Fig. 1: run 1, clock nets
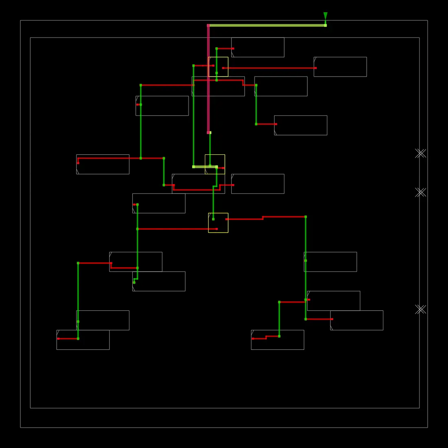
Fig. 2: run 1, wiring by layer
Scale bar: 20 µm.
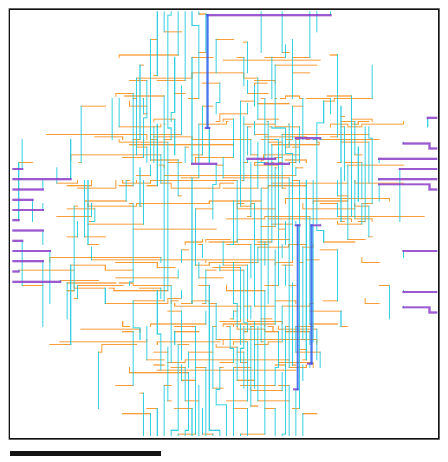
Fig. 3: run 1, I/O pins on the die edge
Pins as bars across the die edge, other pins in grey.
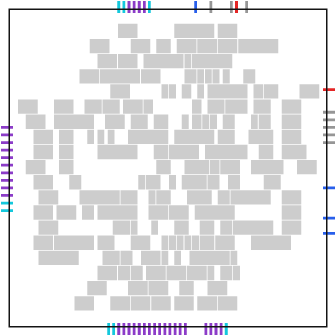
[config.mk]
export PLATFORM = sky130hd
export DESIGN_NAME = dff_write_arbiter
export DESIGN_NICKNAME = d
export VERILOG_FILES = /design/src/rtl/dff_write_arbiter.sv
export SDC_FILE = /design/constraint.sdc
export NUM_CORES = 1
export LEC_CHECK = 0
export ABC_AREA = 0
export CORE_UTILIZATION = 30
export DETAILED_ROUTE_END_ITERATION = 7
export GPL_TIMING_DRIVEN = 0
export PLACE_DENSITY = 0.77
export SKIP_LAST_GASP = 1
export SLEW_MARGIN = 20
export SYNTH_ARGS = -nofsm -noshare
export SYNTH_HDL_FRONTEND = slang
export SYNTH_SLANG_ARGS = --single-unit
export TNS_END_PERCENT = 5
[constraint.sdc]
create_clock -name clk -period 2.37 [get_ports clk]
set_input_delay 0.237 -clock clk [delete_from_list [all_inputs] [get_ports clk]]
set_output_delay 0.237 -clock clk [all_outputs]
set_load 0.01 [all_outputs]
[src/rtl/dff_write_arbiter.sv]
// rtl/dff_write_arbiter.sv - arbitrates N requesters onto one shared W-bit register
//
// Ports:
//   clk      in   1     clock, all state changes on posedge
//   rst      in   1     synchronous reset, active-high
//   req      in   N     request vector, bit i = requester i
//   wdata    in   N*W   write data, requester i at [i*W +: W]
//   gnt      out  N     registered one-hot grant, one-cycle pulse
//   q        out  W     shared register value
//   q_src    out  SW    index of the requester that last wrote q
//   q_valid  out  1     set by the first write, cleared only by reset
//   busy     out  1     high while the FSM is in GRANT
//
// Build option: DFF_WRITE_ARBITER_FIXED_PRIO_EN selects fixed priority
// (lowest set index wins); otherwise round-robin from a rotating pointer.

module dff_write_arbiter #(
  parameter int N  = 4,
  parameter int W  = 8,
  parameter int SW = $clog2(N)
) (
  input  logic           clk,
  input  logic           rst,
  input  logic [N-1:0]   req,
  input  logic [N*W-1:0] wdata,
  output logic [N-1:0]   gnt,
  output logic [W-1:0]   q,
  output logic [SW-1:0]  q_src,
  output logic           q_valid,
  output logic           busy
);

  typedef enum logic [0:0] {
    ST_IDLE  = 1'b0,
    ST_GRANT = 1'b1
  } state_e;

  state_e          state_q, state_d;
  logic [N-1:0]    gnt_q, gnt_d;
  logic [W-1:0]    data_q, data_d;
  logic [SW-1:0]   src_q, src_d;
  logic            valid_q, valid_d;

  logic            win_found;
  logic [SW-1:0]   win_idx;
  logic [N-1:0]    win_oh;
  logic [W-1:0]    win_data;

`ifdef DFF_WRITE_ARBITER_FIXED_PRIO_EN

  // Lowest set index wins; scanning downward lets the lowest hit overwrite.
  always_comb begin
    win_found = 1'b0;
    win_idx   = '0;
    win_oh    = '0;
    for (int i = N - 1; i >= 0; i--) begin
      if (req[i]) begin
        win_found = 1'b1;
        win_idx   = SW'(i);
        win_oh    = N'(1) << i;
      end
    end
  end

`else

  logic [SW-1:0]   ptr_q, ptr_d;
  logic            hi_found;
  logic [SW-1:0]   hi_idx;
  logic            lo_found;
  logic [SW-1:0]   lo_idx;

  // Round-robin as two fixed-priority scans: the lowest request at or above
  // ptr wins; if there is none, every pending request sits below ptr, so the
  // lowest request overall is the wrapped winner.
  always_comb begin
    hi_found = 1'b0;
    hi_idx   = '0;
    lo_found = 1'b0;
    lo_idx   = '0;
    for (int i = N - 1; i >= 0; i--) begin
      if (req[i]) begin
        lo_found = 1'b1;
        lo_idx   = SW'(i);
        if (i >= int'(ptr_q)) begin
          hi_found = 1'b1;
          hi_idx   = SW'(i);
        end
      end
    end
    win_found = lo_found;
    win_idx   = hi_found ? hi_idx : lo_idx;
    win_oh    = '0;
    for (int i = 0; i < N; i++) begin
      if (win_found && (win_idx == SW'(i))) begin
        win_oh[i] = 1'b1;
      end
    end
  end

  // Pointer moves just past the winner, wrapping N-1 back to 0.
  always_comb begin
    ptr_d = ptr_q;
    if ((state_q == ST_IDLE) && win_found) begin
      ptr_d = (win_idx == SW'(N - 1)) ? '0 : win_idx + 1'b1;
    end
  end

  always_ff @(posedge clk) begin
    if (rst) begin
      ptr_q <= '0;
    end else begin
      ptr_q <= ptr_d;
    end
  end

`endif

  // One-hot data mux; only the winner's slice reaches the register.
  always_comb begin
    win_data = '0;
    for (int i = 0; i < N; i++) begin
      if (win_oh[i]) begin
        win_data = wdata[i*W +: W];
      end
    end
  end

  always_comb begin
    state_d = state_q;
    gnt_d   = '0;
    data_d  = data_q;
    src_d   = src_q;
    valid_d = valid_q;
    unique case (state_q)
      ST_IDLE: begin
        if (win_found) begin
          state_d = ST_GRANT;
          gnt_d   = win_oh;
          data_d  = win_data;
          src_d   = win_idx;
          valid_d = 1'b1;
        end
      end
      // One-cycle hold-off so the granted requester can drop its request.
      ST_GRANT: begin
        state_d = ST_IDLE;
      end
      default: begin
        state_d = ST_IDLE;
      end
    endcase
  end

  always_ff @(posedge clk) begin
    if (rst) begin
      state_q <= ST_IDLE;
      gnt_q   <= '0;
      data_q  <= '0;
      src_q   <= '0;
      valid_q <= 1'b0;
    end else begin
      state_q <= state_d;
      gnt_q   <= gnt_d;
      data_q  <= data_d;
      src_q   <= src_d;
      valid_q <= valid_d;
    end
  end

  assign gnt     = gnt_q;
  assign q       = data_q;
  assign q_src   = src_q;
  assign q_valid = valid_q;
  assign busy    = (state_q == ST_GRANT);

endmodule

==> out/qor.yml, run 1 <==
worst_setup_path:
  cpMaxStageDelayCell: "clkdlybuf4s50_1"
  critPathLaunchType: "input port"
  r2r_slack_ns: 0.19
logic_synthesis:
  syn_area_um2: 901
  ys_sh_xor: 0
  yosysWarnings: 0
power:
  largestPowerGroup: "combinational cells"
  p_int_w: 0.000620
  p_seq_w: 0.000373
floorplan:
  die.size.y_um: 56.8
finish:
  fin_util: 0.547
  design_area_mm2: 0.00154
  final_cells: 190
final_timing:
  rsz0062_at_grt: "true"
  max_freq_mhz: 432
  finalMaxSlewViolations: 0
  layout_min_cycle_time_ns: 2.31
  holdWs_ns: 0.478
detailed_routing:
  route.detailed.drc: 6
  drtIter0Drc: 24
placement:
  dp_hpwl_um: 2140
  dp_cells: 186
clock_network:
  cts_resized: 5
outcome:
  violations: "DRC"
  outcome: "finished, violations left"
global_routing:
  grt_pass1_wl_um: 4420
  grtUsageMet3: 0.0276
  top_usage_layer: "met2"
  antenna_found_initial: 0
run:
  warning_count: 31
-- Fig. 1 (at the start) --
total CTS buffers: 3
clock-net power: 0.000154 W
skew final: 0.00128 ns

-- Fig. 2 (at the start) --
Key: blue = M4 [wire length 55.1 µm]; orange = M1 [wire length 1120 µm]; purple = M3 [wire length 121 µm]; cyan = M2 [wire length 1460 µm]

-- Fig. 3 (at the start) --
Key: blue = gnt [pins 4, direction output, edge 3 east, 1 north]; purple = wdata [pins 32, direction input, edge 18 south, 10 west, 4 north]; red = q_src [pins 2, direction output, edge 1 east, 1 north]; cyan = q [pins 8, direction output, edge 3 south, 3 north, 2 west]
All pins by edge: 21 south, 12 north, 12 west, 9 east.

==> run 2, diff against run 1 <==
SKIP_CTS_REPAIR_TIMING = 1   (was default)
==> run 2 against run 1 <==
The run still ends with DRC left. Core utilization grew 2.2 points. Sequential share of layout area fell by 0.92 points. Non-clock buffer count up 4. Die area unchanged. Register-to-register slack lost 0.05 ns. Clock skew is 0.0061 ns higher. Worst setup slack improved by 0.026 ns. Routed wire length up 2.2%.
==> out/qor.yml, run 2 <==
placement:
  dp_hpwl_um: 2140  # unchanged
  place_congestion: 0.839
  dp_cells: 186  # unchanged
logic_synthesis:
  yosysWarnings: 0  # unchanged
  compound_area_frac: 0.278
  syn_area_um2: 901  # unchanged
  top_cells_by_count: "nand2_1, dfxtp_1, o22ai_1, nor2_1"
  top_logic_kind: "AND-OR/OR-AND gates"
  synthArstFlopShare: 0
finish:
  final_nets: 207
  design_area_mm2: 0.00160  # +4.1%
  clk_share: 0.0141
  mostFrequentLayoutCells: "clkdlybuf4s50_1, nand2_1, dfxtp_1, o22ai_1"
  final_cells: 194  # +2.1%
  syn2layout_area_growth_pct: 77.4
  fin_util: 0.570  # +0.0223
  inv_count: 5
  nonClkBufAreaFrac: 0.366
final_timing:
  max_freq_mhz: 437  # +1.1%
  holdWs_ns: 0.479  # +0.00104 ns
  finalMaxSlewViolations: 0  # unchanged
  layout_min_cycle_time_ns: 2.29  # -0.0258 ns
global_routing:
  top_usage_layer: "met2"
  grt_pass1_wl_um: 4260  # -3.6%
  grtUsageMet3: 0.0253  # -0.00230
  antenna_found_initial: 0  # unchanged
  use_met1: 0.187
detailed_routing:
  wl_met1_um: 1160
  drtIter0Drc: 29  # +21%
  route.detailed.drc: 6  # unchanged
clock_network:
  cts_tree: "yes"
  clkTransAtPathRegs_ns: 0.11
  cts_buffers: 3  # unchanged
worst_setup_path:
  cpMaxStageDelayCell: "clkdlybuf4s50_1"
  critPathLaunchType: "input port"
  r2r_slack_ns: 0.14  # -0.05 ns
  max_stage_delay_ns: 0.48
power:
  vdd.ir_drop.worst_v: 0.000237
  swShare: 0.333
  p_int_w: 0.000635  # +2.3%
  combPwrFrac: 0.438
  largestPowerGroup: "combinational cells"
run:
  warning_count: 29  # -6.5%
  maxCapViolations: 0
floorplan:
  die.size.y_um: 56.8  # unchanged
  initCoreUtil: 0.321
outcome:
  outcome: "finished, violations left"
  violations: "DRC"
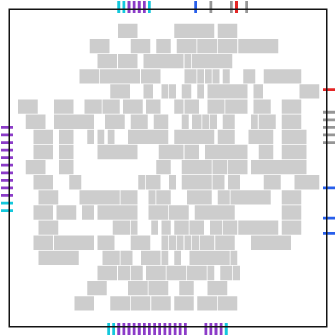
Fig. 4. I/O pins on the die edge (run 2).
Pins as bars across the die edge, other pins in grey.
Key: red = q_src [pins 2, direction output, edge 1 east, 1 north]; purple = wdata [pins 32, direction input, edge 18 south, 10 west, 4 north]; cyan = q [pins 8, direction output, edge 3 south, 3 north, 2 west]; blue = gnt [pins 4, direction output, edge 3 east, 1 north]

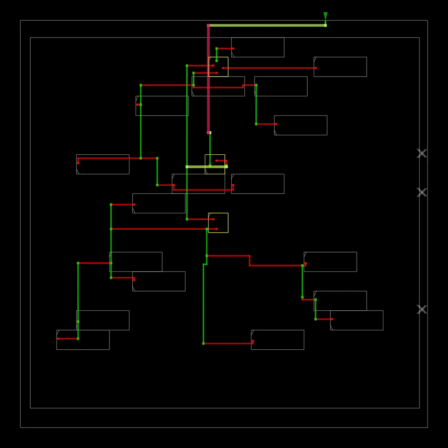
Fig. 5. Clock nets (run 2).
clock-net power: 0.000160 W
flop count: 18
# clock sinks: 18
clk_lat worst skew: 0.30 ns
skew final: 0.00742 ns

No activity file was given, so power comes from the tool's default toggle rates.
